[config.mk]
export PLATFORM = sky130hd
export DESIGN_NAME = ifq_fetch_queue
export DESIGN_NICKNAME = d
export VERILOG_FILES = /design/src/rtl/ifq_pkg.sv /design/src/rtl/ifq_pair_check.sv /design/src/rtl/ifq_fetch_queue.sv
export SDC_FILE = /design/constraint.sdc
export NUM_CORES = 1
export LEC_CHECK = 0
export CAP_MARGIN = 0
export CORE_ASPECT_RATIO = 0.6
export CORE_MARGIN = 2
export CORE_UTILIZATION = 59
export CTS_CLUSTER_DIAMETER = 80
export DETAILED_ROUTE_END_ITERATION = 8
export MAX_ROUTING_LAYER = met4
export PLACE_DENSITY_LB_ADDON = 0.05
export SLEW_MARGIN = 20
export SYNTH_ARGS = -nofsm -noshare
export SYNTH_HDL_FRONTEND = slang
export SYNTH_SLANG_ARGS = --single-unit
[constraint.sdc]
create_clock -name clk -period 6.15 [get_ports clk]
set_input_delay 1.5375 -clock clk [delete_from_list [all_inputs] [get_ports clk]]
set_output_delay 1.5375 -clock clk [all_outputs]
set_load 0.01 [all_outputs]
[src/rtl/ifq_pkg.sv]
// Shared opcode/funct constants and queue entry type for the instruction fetch queue.
package ifq_pkg;

  localparam int unsigned INS_W = 32;
  localparam int unsigned PC_W  = 32;

  localparam logic [5:0] OP_RTYPE = 6'h00;
  localparam logic [5:0] OP_JAL   = 6'h03;
  localparam logic [5:0] OP_BEQ   = 6'h04;
  localparam logic [5:0] OP_ADDI  = 6'h08;
  localparam logic [5:0] OP_LW    = 6'h23;
  localparam logic [5:0] OP_SW    = 6'h2B;
  localparam logic [5:0] FN_JR    = 6'h08;

  typedef struct packed {
    logic [INS_W-1:0] ins;
    logic [PC_W-1:0]  pc;
  } ifq_entry_t;

endpackage

[src/rtl/ifq_pair_check.sv]
// Dual-issue legality of the two head instructions: no control in either slot,
// no memory op in the younger slot, and no RAW from head0 into head1.
module ifq_pair_check
  import ifq_pkg::*;
(
  input  logic [31:0] head0_ins,
  input  logic [31:0] head1_ins,
  input  logic        head1_valid,
  output logic        pair_ok
);

  logic [5:0] op0, op1, fn0, fn1;
  logic [4:0] dest0, rs1, rt1;
  logic       ctrl0, ctrl1, mem1, raw;
  logic       unused_bits;

  assign op0 = head0_ins[31:26];
  assign fn0 = head0_ins[5:0];
  assign op1 = head1_ins[31:26];
  assign fn1 = head1_ins[5:0];
  assign rs1 = head1_ins[25:21];
  assign rt1 = head1_ins[20:16];
  assign unused_bits = ^{head0_ins[10:6], head1_ins[15:6]};

  always_comb begin
    ctrl0 = ((op0 == OP_RTYPE) && (fn0 == FN_JR)) || (op0 == OP_JAL) || (op0 == OP_BEQ);
    ctrl1 = ((op1 == OP_RTYPE) && (fn1 == FN_JR)) || (op1 == OP_JAL) || (op1 == OP_BEQ);
    mem1  = (op1 == OP_LW) || (op1 == OP_SW);

    // Only R-type, addi and jal are treated as writing a register.
    dest0 = 5'd0;
    if (op0 == OP_RTYPE) begin
      dest0 = head0_ins[15:11];
    end else if (op0 == OP_ADDI) begin
      dest0 = head0_ins[20:16];
    end else if (op0 == OP_JAL) begin
      dest0 = 5'd31;
    end

    raw     = (dest0 != 5'd0) && ((dest0 == rs1) || (dest0 == rt1));
    pair_ok = head1_valid && !ctrl0 && !ctrl1 && !mem1 && !raw;
  end

endmodule

[src/rtl/ifq_fetch_queue.sv]
// Show-ahead instruction fetch queue: one pair in, up to two out per cycle.
// Optional IFQ_PAIR_CHECK_EN gates pair_ok with a hazard/legality check.
module ifq_fetch_queue
  import ifq_pkg::*;
#(
  parameter int unsigned DEPTH = 8,
  parameter int unsigned AW    = 3
) (
  input  logic          clk,
  input  logic          rst,
  input  logic          flush,
  input  logic          in_valid,
  input  logic [31:0]   in_ins1,
  input  logic [31:0]   in_ins2,
  input  logic [31:0]   in_pc,
  output logic          in_ready,
  input  logic [1:0]    deq_cnt,
  output logic          head0_valid,
  output logic [31:0]   head0_ins,
  output logic [31:0]   head0_pc,
  output logic          head1_valid,
  output logic [31:0]   head1_ins,
  output logic [31:0]   head1_pc,
  output logic [AW:0]   count,
  output logic          pair_ok
);

  localparam int unsigned CW = AW + 1;

  ifq_entry_t mem_q [DEPTH];
  ifq_entry_t mem_d [DEPTH];
  logic [AW-1:0] rp_q, rp_d, wp_q, wp_d;
  logic [CW-1:0] count_q, count_d;

  logic          push;
  logic [1:0]    req;
  logic [CW-1:0] pop_amt;
  ifq_entry_t    ent0, ent1;

  // Space check uses registered occupancy only; same-cycle pops do not free room.
  assign in_ready = (count_q <= CW'(DEPTH - 2));
  assign count    = count_q;

  always_comb begin
    push    = in_valid && in_ready && !flush;
    req     = (deq_cnt == 2'd3) ? 2'd2 : deq_cnt;
    pop_amt = (count_q < CW'(req)) ? count_q : CW'(req);
    if (flush) begin
      pop_amt = '0;
    end

    mem_d   = mem_q;
    rp_d    = rp_q + AW'(pop_amt);
    wp_d    = wp_q;
    count_d = count_q - pop_amt;

    if (push) begin
      mem_d[wp_q]             = '{ins: in_ins1, pc: in_pc};
      mem_d[AW'(wp_q + 1'b1)] = '{ins: in_ins2, pc: in_pc + 32'd1};
      wp_d    = wp_q + AW'(2);
      count_d = count_q + CW'(2) - pop_amt;
    end

    if (flush) begin
      rp_d    = '0;
      wp_d    = '0;
      count_d = '0;
    end
  end

  always_ff @(posedge clk) begin
    if (rst) begin
      rp_q    <= '0;
      wp_q    <= '0;
      count_q <= '0;
    end else begin
      rp_q    <= rp_d;
      wp_q    <= wp_d;
      count_q <= count_d;
    end
  end

  // Entry storage is not reset; validity comes from count_q.
  always_ff @(posedge clk) begin
    mem_q <= mem_d;
  end

  always_comb begin
    ent0        = mem_q[rp_q];
    ent1        = mem_q[AW'(rp_q + 1'b1)];
    head0_valid = (count_q >= CW'(1));
    head1_valid = (count_q >= CW'(2));
    head0_ins   = head0_valid ? ent0.ins : 32'd0;
    head0_pc    = head0_valid ? ent0.pc  : 32'd0;
    head1_ins   = head1_valid ? ent1.ins : 32'd0;
    head1_pc    = head1_valid ? ent1.pc  : 32'd0;
  end

`ifdef IFQ_PAIR_CHECK_EN
  ifq_pair_check u_pair_check (
    .head0_ins   (head0_ins),
    .head1_ins   (head1_ins),
    .head1_valid (head1_valid),
    .pair_ok     (pair_ok)
  );
`else
  assign pair_ok = head1_valid;
`endif

endmodule

**Signal wires by layer**

Scale bar: 100 µm.
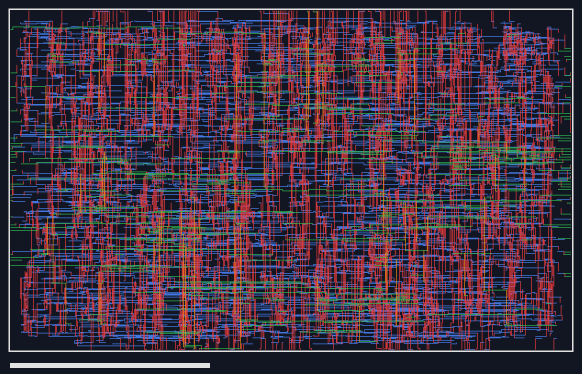
[M2] red | wire length: 33.2 mm
[M4] orange | wire length: 1580 µm
[M1] blue | wire length: 28.8 mm
[M3] green | wire length: 6150 µm
Total GRT Usage: 30.5%
total wire length after detailed routing: 69700 µm

**The clock network**

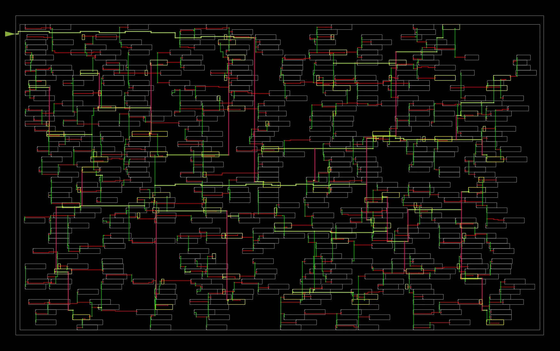
clk_skew: 10.0 ps
clock insertion delay at the later pin of the skew report: 570 ps
flip-flops: 521
clock buffer count: 71

**Sequential cells coloured by netlist name**

Scale bar: 100 µm.
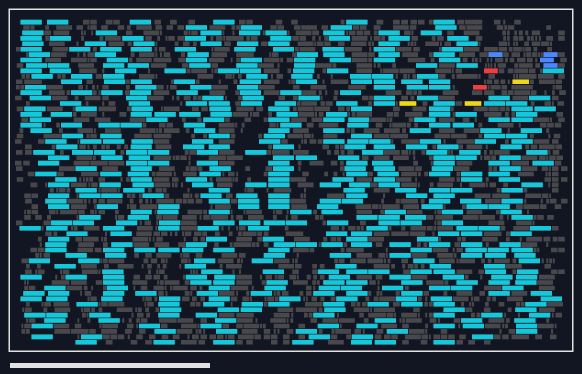
[`mem_q`] cyan | sequential cells: 512 | where: widely spread
[`wp_q`] red | sequential cells: 2
[`count`] blue | sequential cells: 4 | where: north-east
[`rp_q`] yellow | sequential cells: 3
share of the core filled with cells: 70.4%
power attributed to sequential cells: 0.00403 W
flop share of the area: 48.8%
FF/Latch Area: 15600 µm²

**I/O nets highlighted**

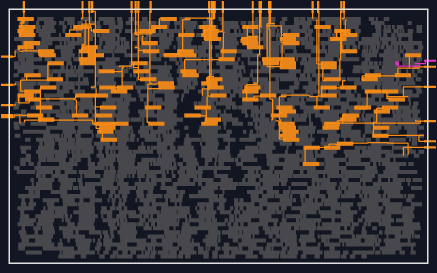
[`in_ins1`] orange | bits: 32 | direction: input | edge: 22 north, 5 west, 5 east | end cells: 128 | buffers: 32 | wire: 2310 µm
[`rst`] magenta | bits: 1 | direction: input | edge: east | end cells: 1 | buffers: 1 | wire: 28.3 µm
number of buffers added on ports: 237
number of placed I/O pins: 238

**Sizing map**

Scale bar: 100 µm.
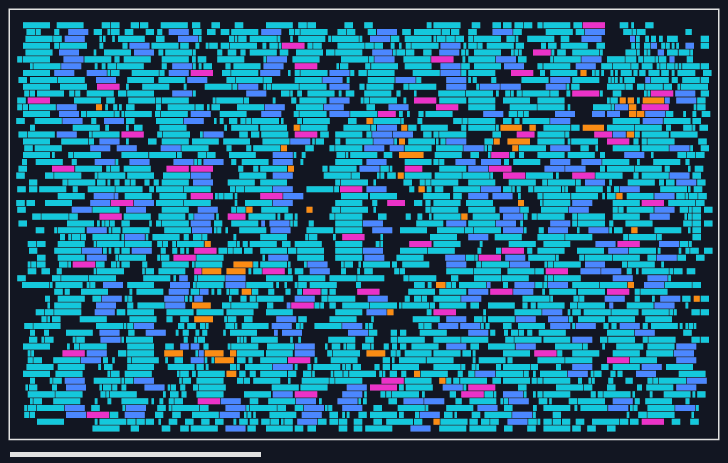
[x6 and larger] magenta | cells: 65 | share: 3.3%
[x3 and x4] orange | cells: 50 | share: 2.5%
[x2] blue | cells: 281 | share: 14%
[x1 and smaller] cyan | cells: 1598 | share: 80%
P&R area growth vs syn: 16.8%
post-layout instance area: 31900 µm²
slack of the critical path: 835 ps

==> impl_results.rst <==
Implementation results
======================

.. list-table::
   :header-rows: 1

   * - Metric
     - Value
   * - Endpoint class of the critical path
     - output port
   * - Kind of cell with the highest combined delay on the critical path
     - buffers and inverters
   * - Number of sinks on the clock net
     - 521
   * - Critical path's largest stage delay
     - roughly 750 ps
   * - Max capacitance violation total
     - 0
   * - Final slew viol count
     - 0
   * - Share of total power in the clock network
     - a little over a third
   * - Outcome
     - finished clean
   * - Avg Cell Area, Syn
     - approximately 15 µm²
   * - Met3 Resource Use GR
     - ~6%
   * - Hold buffers post-CTS
     - 0
   * - Number of library cell types mapped by synthesis
     - 45
   * - Ordered cell list for the critical path
     - buf_4 -> buf_4 -> mux4_2 -> mux2i_1 -> nor2_1 -> clkdlybuf4s50_1
   * - Antenna viol nets, final
     - 0
   * - Portion of total power attributed to combinational logic
     - a little under a fifth
   * - VDD IR max
     - around 210 µV
   * - Time the final worst path needs with I/O delays and setup
     - 5310 ps
   * - Required time of the critical path
     - roughly 4600 ps
   * - Vias/cell
     - around 6.4
   * - Detail-routed net length per standard cell
     - ~27 µm
   * - Post-synth ARST share
     - 0%
   * - Detailed-route wire length on metal 1
     - 28800 µm
   * - Highest-count logic cell in the final layout
     - edfxtp_1
   * - Max-Slew Margin vs Limit
     - a little over a quarter
   * - Critical path buffers and inverters
     - 3
   * - Length of the first detailed-routing pass in iterations
     - 5
   * - Number of rows created at floorplan
     - roughly 60
   * - Met2 layer wire length in the routed design
     - around 33000 µm
   * - Setup TNS
     - 0 ps
   * - Slowest CP cell
     - buf_4
   * - HPWL after detailed placement
     - roughly 42000 µm
   * - Floorplan Utilization
     - between 60 and 70%
   * - Syn nets
     - about 1.9k
   * - TritonCTS clock tree
     - built
   * - Actual transition at the worst max-transition pin
     - 1090 ps
   * - Netlist Area Pre-Place
     - approximately 27000 µm²
   * - Largest cells by area after synthesis
     - edfxtp_1 (56%), mux4_2 (21%), mux2i_1 (4.4%)
-- stage by stage --
step,power (W),util [%],cell area (µm²),hold slack (ps),setup slack [ps]
floorplan,0.00495,-,27300,518,685
global placement,0.00570,67.0,30300,558,1500
detailed placement,0.00572,67.0,30300,578,1370
CTS,0.00868,70.4,31900,583,768
global route,0.00892,70.4,31900,607,624
finish,0.00864,70.4,31900,589,835
-- cells by family after synthesis --
| logic type | after synthesis | share of synthesized area, % |
|---|---|---|
| AND-OR/OR-AND | 109 | 2.35 |
| XOR/XNOR | 18 | 0.578 |
| adder cells (fa/ha/maj) | 20 | 0.999 |
| buffers and inverters | 159 | 2.44 |
| flip-flops | 521 | 57.0 |
| multiplexers | 375 | 25.5 |
| AND/OR/NAND/NOR | 567 | 11.2 |
-- final timing paths --
path / from / to / slack, ps / cells past startpoint
max reg2reg: count[1]$_SDFF_PP0_ / count[3]$_SDFF_PP0_ / 2910 / 12
min: count[3]$_SDFF_PP0_ / count[3]$_SDFF_PP0_ / 590 / 2
max: rp_q[0]$_SDFF_PP0_ / head0_ins[25] / 840 / 6
min reg2reg: count[3]$_SDFF_PP0_ / count[3]$_SDFF_PP0_ / 590 / 2
-- layout make-up --
type	instances	area (µm²)
sequential	521	15600
fill	3018	13400
multi-input combinational	1089	11100
timing repair buffer	274	2760
clock buffer	71	1350
tap	620	776
clock inverter	20	196
inverter	19	71.3
antenna	4	10.0
-- power groups by stage --
stage               clock network [W]  registers (W)  logic (W)
finish                        0.00300        0.00403    0.00161
global placement                    0        0.00410    0.00160
detailed placement                  0        0.00411    0.00161
global route                  0.00316        0.00404    0.00172
floorplan                           0        0.00410   0.000849
CTS                           0.00302        0.00403    0.00162
-- flip-flops by register name, indices dropped and copies added, names as in the netlist --
name   count
mem_q    512
count      4
rp_q       3
wp_q       2
Power and IR drop assume default switching activity.
